Figure 1. Supply network (run 1).
The bar under the picture is 50 µm long. Pins as bars on the die edge.
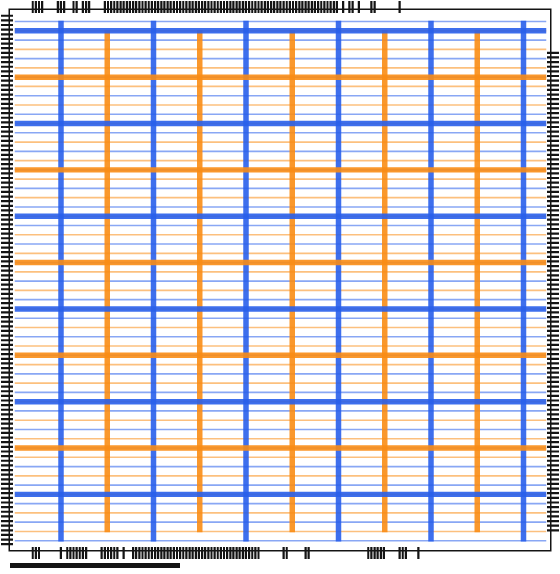
Figure 2. Cell classes on the final placement (run 1).
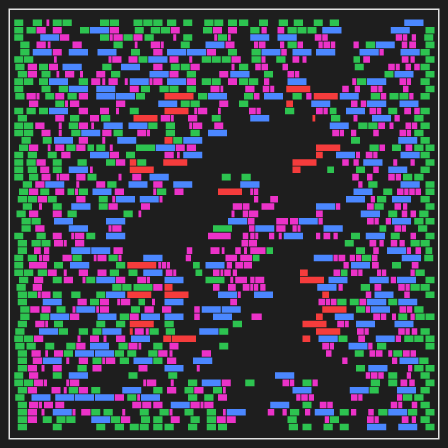
Figure 3. Clock wires, drivers and flops (run 1).
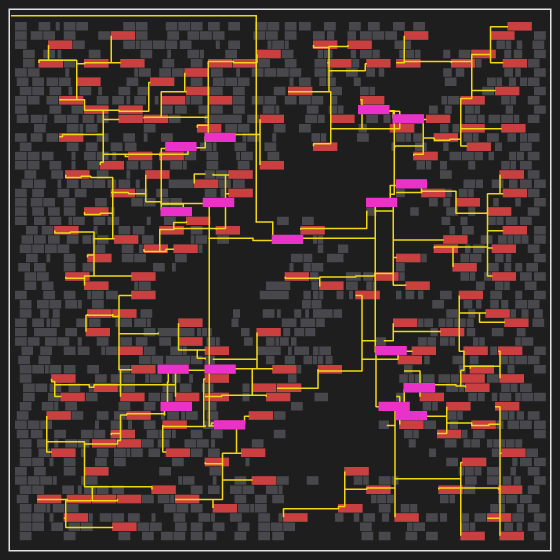
[src/rtl/rw_arb_pkg.sv]
// Shared types and widths for the ReadWrite transaction arbiter.
package rw_arb_pkg;

    localparam int unsigned ADDR_W = 16;
    localparam int unsigned DATA_W = 64;

    typedef enum logic [2:0] {
        IDLE,
        ISSUE,
        BUSY,
        BACKOFF,
        RESP
    } state_t;

    function automatic int unsigned retry_w(input int unsigned max_retry);
        return $clog2(max_retry + 1);
    endfunction

endpackage

[src/rtl/rr_picker.sv]
// Combinational round-robin picker: first set request after ptr, with wrap.
module rr_picker #(
    parameter int unsigned N = 2,
    localparam int unsigned IW = (N > 1) ? $clog2(N) : 1
) (
    input  logic [N-1:0]  req,
    input  logic [IW-1:0] ptr,
    output logic [N-1:0]  grant,
    output logic [IW-1:0] idx,
    output logic          any
);

    logic [IW-1:0] cand;

    always_comb begin
        grant = '0;
        idx   = '0;
        any   = 1'b0;
        cand  = '0;
        for (int unsigned i = 1; i <= N; i++) begin
            cand = IW'((32'(ptr) + i) % N);
            if (!any && req[cand]) begin
                any         = 1'b1;
                idx         = cand;
                grant[cand] = 1'b1;
            end
        end
    end

endmodule

[src/rtl/rw_arbiter.sv]
// Round-robin arbiter sharing one ReadWrite transaction FSM between NUM_REQ
// requesters, with cancel/back-off retry and per-requester responses.
module rw_arbiter
    import rw_arb_pkg::*;
#(
    parameter int unsigned NUM_REQ     = 2,
    parameter int unsigned MAX_RETRY   = 3,
    parameter int unsigned BACKOFF_CYC = 4,
    localparam int unsigned RW = (retry_w(MAX_RETRY) > 0) ? retry_w(MAX_RETRY) : 1
) (
    input  logic                        clk,
    input  logic                        rst_L,
    input  logic [NUM_REQ-1:0]          req_valid,
    input  logic [NUM_REQ-1:0]          req_read,
    input  logic [NUM_REQ*ADDR_W-1:0]   req_addr,
    input  logic [NUM_REQ*DATA_W-1:0]   req_wdata,
    output logic [NUM_REQ-1:0]          req_grant,
    output logic [NUM_REQ-1:0]          resp_valid,
    output logic                        resp_err,
    output logic [RW-1:0]               resp_retries,
    output logic [DATA_W-1:0]           resp_data,
    output logic                        rw_read,
    output logic                        rw_tran_ready,
    output logic [ADDR_W-1:0]           rw_addr,
    output logic [DATA_W-1:0]           rw_data_down,
    input  logic                        rw_done,
    input  logic                        rw_cancel,
    input  logic                        rw_recv_ready,
    input  logic [DATA_W-1:0]           rw_data_up
);

    localparam int unsigned IW = (NUM_REQ > 1) ? $clog2(NUM_REQ) : 1;
    localparam int unsigned BW = $clog2(BACKOFF_CYC + 1);

    state_t               state;
    logic [IW-1:0]        ptr;
    logic [IW-1:0]        idx_q;
    logic [RW-1:0]        retries;
    logic [BW-1:0]        boff;
    logic [NUM_REQ-1:0]   pick_grant;
    logic [IW-1:0]        pick_idx;
    logic                 pick_any;

    rr_picker #(.N(NUM_REQ)) u_picker (
        .req   (req_valid),
        .ptr   (ptr),
        .grant (pick_grant),
        .idx   (pick_idx),
        .any   (pick_any)
    );

    assign req_grant = (state == IDLE && rst_L) ? pick_grant : '0;

    // rw_read/rw_addr/rw_data_down are the latched operands themselves, so they
    // stay stable from ISSUE until done and across every retry.
    always_ff @(posedge clk) begin
        if (!rst_L) begin
            state         <= IDLE;
            ptr           <= IW'(NUM_REQ - 1);
            idx_q         <= '0;
            retries       <= '0;
            boff          <= '0;
            rw_read       <= 1'b0;
            rw_addr       <= '0;
            rw_data_down  <= '0;
            rw_tran_ready <= 1'b0;
            resp_valid    <= '0;
            resp_err      <= 1'b0;
            resp_retries  <= '0;
            resp_data     <= '0;
        end else begin
            rw_tran_ready <= 1'b0;
            resp_valid    <= '0;
            unique case (state)
                IDLE: begin
                    if (pick_any) begin
                        rw_read       <= req_read[pick_idx];
                        rw_addr       <= req_addr[32'(pick_idx)*ADDR_W +: ADDR_W];
                        rw_data_down  <= req_wdata[32'(pick_idx)*DATA_W +: DATA_W];
                        idx_q         <= pick_idx;
                        ptr           <= pick_idx;
                        retries       <= '0;
                        rw_tran_ready <= 1'b1;
                        state         <= ISSUE;
                    end
                end
                ISSUE: state <= BUSY;
                BUSY: begin
                    if (rw_done) begin
                        if (!rw_cancel) begin
                            resp_data    <= (rw_read && rw_recv_ready) ? rw_data_up : '0;
                            resp_err     <= 1'b0;
                            resp_retries <= retries;
                            resp_valid   <= NUM_REQ'(1) << idx_q;
                            state        <= RESP;
                        end else if (32'(retries) < MAX_RETRY) begin
                            retries <= retries + RW'(1);
                            boff    <= BW'(BACKOFF_CYC);
                            state   <= BACKOFF;
                        end else begin
                            resp_data    <= '0;
                            resp_err     <= 1'b1;
                            resp_retries <= retries;
                            resp_valid   <= NUM_REQ'(1) << idx_q;
                            state        <= RESP;
                        end
                    end
                end
                BACKOFF: begin
                    boff <= boff - BW'(1);
                    if (boff == BW'(1)) begin
                        rw_tran_ready <= 1'b1;
                        state         <= ISSUE;
                    end
                end
                RESP:    state <= IDLE;
                default: state <= IDLE;
            endcase
        end
    end

endmodule

[config.mk]
export PLATFORM = sky130hd
export DESIGN_NAME = rw_arbiter
export DESIGN_NICKNAME = d
export VERILOG_FILES = /design/src/rtl/rw_arb_pkg.sv /design/src/rtl/rr_picker.sv /design/src/rtl/rw_arbiter.sv
export SDC_FILE = /design/constraint.sdc
export NUM_CORES = 1
export LEC_CHECK = 0
export ABC_AREA = 0
export CAP_MARGIN = 20
export CORE_MARGIN = 1
export CORE_UTILIZATION = 30
export DETAILED_ROUTE_END_ITERATION = 10
export PLACE_DENSITY = 0.63
export SYNTH_ARGS = -nofsm -noshare
export SYNTH_HDL_FRONTEND = slang
export SYNTH_HIERARCHICAL = 1
export SYNTH_SLANG_ARGS = --single-unit
[constraint.sdc]
create_clock -name clk -period 4.19 [get_ports clk]
set_input_delay 0.419 -clock clk [delete_from_list [all_inputs] [get_ports clk]]
set_output_delay 0.419 -clock clk [all_outputs]
set_load 0.1 [all_outputs]
==> impl_summary.log, run 1 <==
[flow] final metrics
INFO  metric combAreaFraction = 0.307
INFO  metric gpl.final_weighted_congestion = 0.758
INFO  metric critical_path.cell_chain = clkdlybuf4s50_1
INFO  metric worst_setup_hold_path_clk_slew = about 0.060 ns
INFO  metric layoutNonFillerInstCount = 1,419
INFO  metric path_depth = 1
INFO  metric final-clk-cell-share = 0.0491
INFO  metric synthDistinctLibCells = 46
INFO  metric grt_start_max_net_pins = between 150 and 200
INFO  metric p_seq_frac = 0.275
INFO  metric area_leaders = sky130_fd_sc_hd__dfxtp_1 (44%), sky130_fd_sc_hd__mux2i_1 (11%), sky130_fd_sc_hd__o211a_1 (11%)
INFO  metric dominant-cell-class = non-clock buffers
INFO  metric power_frac_comb = 0.507
INFO  metric detail-route-antenna-nets = 0
INFO  metric r2r_start = retries[0]$_SDFFE_PN0P_
INFO  metric worstSetupEndpoint = rw_data_down[28]
INFO  metric ios = 386
INFO  metric antenna_found_initial = 0
INFO  metric worst_ep_required_time = 3.77 ns
INFO  metric drt_first_pass_iters = 4
INFO  metric placed_cell_area = approximately 0.011 mm²
INFO  metric syn-num-nets = 992
INFO  metric clock_buffers = 19
INFO  metric yosys-mux-area-fraction = 0.112
INFO  metric worst_setup_path_start_kind = flip-flop
INFO  metric ys_top_cells_by_count = sky130_fd_sc_hd__dfxtp_1 (161), sky130_fd_sc_hd__nand2_1 (87), sky130_fd_sc_hd__mux2i_1 (82)
INFO  metric global_route.overflow_total = 0
INFO  metric layout.non_clock_buffers = ~400
INFO  metric insertedDiodeCount = 0
INFO  metric postCtsResizedCells = 0
INFO  metric grt.met3_usage = 0.0585
INFO  metric avgSynthCellArea = about 10 µm²
INFO  metric buffer_area_frac = 0.337
INFO  metric power.switching_fraction = 0.488
INFO  metric postSynth.asyncResetShare = 0
INFO  metric setup_total_negative_slack = 0 ns
INFO  metric max-cap-violations = 0
INFO  metric groute.layer.met2.usage = 0.322
INFO  metric timing.fmax = 417 MHz
INFO  metric cts.root.buffer_cell = sky130_fd_sc_hd__clkbuf_16
INFO  metric final_cell_area = 0.0119 mm²
INFO  metric ff2ff_setup_slack = 2.07 ns
INFO  metric cts-htree-levels = 4
INFO  metric fin_nets = ~1,300
INFO  metric timing.final.crit_period = 2.40 ns
INFO  metric slew_viol_final = 0
INFO  metric seq_area = 0.00322 mm²
INFO  metric die-area = 0.0251 mm²
INFO  metric synth-area-yosys = 0.00734 mm²
INFO  metric layout.cells.most_common_list = sky130_fd_sc_hd__clkdlybuf4s50_1 (382), sky130_fd_sc_hd__dfxtp_1 (161), sky130_fd_sc_hd__nand2_1 (87)
INFO  metric detailroute.via_count = 6,951
INFO  metric fin_ws = 1.79 ns
INFO  metric post_cts.repair.setup_buffers = 0
INFO  metric wl_per_cell = 18.0 µm
INFO  metric drc_violation_total_after_the_first_tritonroute_iteration = 396
INFO  metric logic_family = AND-OR/OR-AND gates
INFO  metric io_buffer_count = 385
INFO  metric p_int = 3.69 mW
INFO  metric r2r-end = resp_data[1]$_SDFFE_PN0P_
INFO  metric simple_gate_share = 0.130
INFO  metric cp_slowest_stage_delay = 1.22 ns
INFO  metric seqAreaFraction = 0.272
INFO  metric total_leakage_power = 4.93 nW
INFO  metric cts_buffer_depth = 2
INFO  metric fp-utilization = 0.309
INFO  metric post-place-cells = 1,387
INFO  metric late_pin_clk_latency = 0.42 ns
INFO  metric crit_fanout = 2
INFO  metric area_growth_syn_to_layout = 61.7%
INFO  metric outcome = complete, no violations
Notes on Figure 1 above:
Key: orange = VDD; blue = VSS
11 straps on met5. 386 signal pins sit on the boundary.
peak supply drop: 342 µV
horizontal die size: 158 µm
vertical die dimension: 158 µm
core area: 0.0238 mm²

Notes on Figure 2 above:
Key: magenta = combinational and other logic [cells 508, share of their area 32%]; green = remaining buffers and delay cells [cells 399, share of their area 35%]; red = clock drivers and dummy loads [cells 32, share of their area 5.1%]; blue = sequential cells [cells 161, share of their area 28%]

Notes on Figure 3 above:
Key: yellow = clock wires [length 2,270 µm]; magenta = clock drivers [count 17]; red = flip-flops [count 161]
There are 18 routed clock nets.

[run 1: flip-flops by register name, summed over array words and instances (netlist names)]
register,flops
resp_data,64
rw_data_down,64
rw_addr,16
boff,3
state,3
resp_retries,2
resp_valid,2
retries,2
idx_q,1
ptr,1
resp_err,1
rw_read,1
rw_tran_ready,1
[run 1: power groups by stage]
stage / clock (mW) / sequential [mW] / combinational (mW)
finish: 1.57 / 1.98 / 3.66
global route: 1.68 / 2.02 / 3.80
CTS: 1.62 / 1.98 / 3.69
detailed placement: 0 / 2.01 / 3.68
global placement: 0 / 2.00 / 3.67
floorplan: 0 / 3.82 / 0.949
[run 1: per-layer routing]
metal,wire length (µm),up-vias
li1,-,3437
met1,10700,3204
met2,12000,273
met3,2020,37
met4,776,0
met5,0,-
Figure 4. Track usage over the die (run 1).
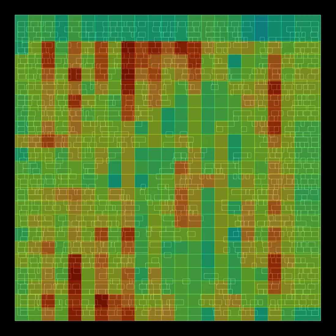

==> run 2, diff against run 1 <==
clock period = 2.34 ns   (was 4.19 ns; I/O delays follow)
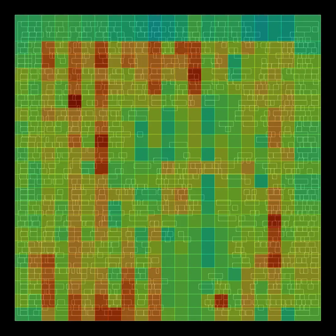
Figure 5: run 2, track usage over the die.
met2 routing resource usage after global routing: 0.330
GRT met1 Usage: 0.227
Most Used Layer, Global Route: met2
Total Routing Usage GR: 0.191
average wire length per cell after detail routing: 17.4 µm

==> run 2 against run 1 <==
Effect of this change:
- first-iteration DRC count is 6.8% higher
- register-to-register slack worse by 1.5 ns
- utilization is 0.64 points lower
- area after synthesis stayed put
- largest cell class unchanged
- highest routed layer unchanged
==> impl_summary.log, run 2 <==
[flow] final metrics
INFO  metric area_leaders = sky130_fd_sc_hd__dfxtp_1 (44%), sky130_fd_sc_hd__mux2i_1 (11%), sky130_fd_sc_hd__o211a_1 (11%)
INFO  metric placeableCoreArea = roughly 0.024 mm²
INFO  metric total_leakage_power = 5.32 nW
INFO  metric drc_violation_total_after_the_first_tritonroute_iteration = 423
INFO  metric p_total = 13.0 mW
INFO  metric horizontal_die_size = 158 µm
INFO  metric layoutNonFillerInstCount = 1,430
INFO  metric simple_gate_share = 0.130
INFO  metric detail-route-antenna-nets = 0
INFO  metric detailroute.via_count = 7,001
INFO  metric seq_area = about 0.0032 mm²
INFO  metric fin_nets = ~1,300
INFO  metric max-cap-violations = 0
INFO  metric postSynth.asyncResetShare = 0
INFO  metric clock_net_power = 2.83 mW
INFO  metric worst_ir_drop_vdd = 727 µV
INFO  metric p_int = 6.55 mW
INFO  metric outcome = complete, no violations
INFO  metric ys_top_cells_by_count = sky130_fd_sc_hd__dfxtp_1 (161), sky130_fd_sc_hd__nand2_1 (87), sky130_fd_sc_hd__mux2i_1 (82)
INFO  metric ios = 386
INFO  metric synth.yosys.num_cells = 756
INFO  metric finalClockPeriodUsage = 0.842
INFO  metric clock_buffers = 18
INFO  metric die-area = 0.0251 mm²
INFO  metric cts-htree-levels = 4
INFO  metric post_cts.repair.setup_buffers = 0
INFO  metric top_signal_layer_used = met4
INFO  metric post-place-cells = 1,398
INFO  metric cp_slowest_stage_delay = 0.43 ns
INFO  metric io_buffer_count = 385
INFO  metric antenna_found_initial = 0
INFO  metric timing.fmax = around 500 MHz
INFO  metric late_pin_clk_latency = between 0.4 and 0.5 ns
INFO  metric drt_first_pass_iters = 4
INFO  metric synthDistinctLibCells = 46
INFO  metric logic_family = AND-OR/OR-AND gates
INFO  metric placed_cell_area = 0.0111 mm²
INFO  metric postCtsResizedCells = 0
INFO  metric powerSeq = between 3 and 4 mW
INFO  metric die_h = 158 µm
INFO  metric power.switching_fraction = 0.495
INFO  metric m1WireLength = roughly 10,000 µm
INFO  metric critical_path.cell_chain = or2_2 -> nor2_1 -> and3_1 -> buf_12
INFO  metric post-synth-top-count-cell = sky130_fd_sc_hd__dfxtp_1
INFO  metric setup_total_negative_slack = 0 ns
INFO  metric syn-num-nets = between 900 and 1,000
INFO  metric power.group.top = combinational cells
INFO  metric timing.final.crit_period = approximately 2 ns
INFO  metric yosys_most_used_dff = sky130_fd_sc_hd__dfxtp_1
INFO  metric power_frac_comb = 0.509
INFO  metric layout.non_clock_buffers = 410
INFO  metric p_seq_frac = 0.273
INFO  metric gpl.final_weighted_congestion = roughly 0.77
INFO  metric comb_cell_power = 6.60 mW
INFO  metric fp-utilization = 0.309
INFO  metric cts_buffer_depth = 2
INFO  metric routed-wl-met3 = around 1800 µm
INFO  metric synth-area-yosys = 0.00734 mm²
INFO  metric buffer_area_frac = 0.328
INFO  metric slew_viol_final = 0
INFO  metric grt.met3_usage = 0.0463
INFO  metric worst_ep_required_time = 2.11 ns
INFO  metric cts.root.buffer_cell = sky130_fd_sc_hd__clkbuf_16
INFO  metric met2_wirelength = 12,300 µm
INFO  metric dominant-cell-class = non-clock buffers
INFO  metric fin_ws = approximately 0.37 ns
INFO  metric worst_setup_hold_path_clk_slew = 0.07 ns
INFO  metric final-clk-cell-share = 0.0503
INFO  metric global_route.overflow_total = 0
INFO  metric yosys-mux-area-fraction = 0.112
INFO  metric combAreaFraction = 0.311
INFO  metric final_cell_area = between 0.01 and 0.015 mm²
INFO  metric grt_start_max_net_pins = 68
INFO  metric area_growth_syn_to_layout = 59.6%
INFO  metric avgSynthCellArea = 9.71 µm²
INFO  metric ys.warnings.count = 6
run 2: cell types whose count changed in the layout (fill, tap and decap cells not counted), sizes merged:
cell,change
clkdlybuf4s50,-151
bufinv,-1
clkinvlp,-4
buf,+162
clkbuf,-1
clkinv,+1
inv,+5
run 2: worst paths after layout:
kind / startpoint / to / slack, ns / cells past startpoint
min: rst_L / rw_data_down[63]$_SDFFE_PN0P_ / 0.21 / 2
max: state[0]$_SDFFE_PN0P_ / req_grant[0] / 0.37 / 4
max reg2reg: state[0]$_SDFFE_PN0P_ / resp_data[0]$_SDFFE_PN0P_ / 0.52 / 4
min reg2reg: idx_q$_SDFFE_PN0P_ / resp_valid[0]$_SDFF_PN0_ / 0.44 / 1
No activity file was given, so power comes from the tool's default toggle rates.
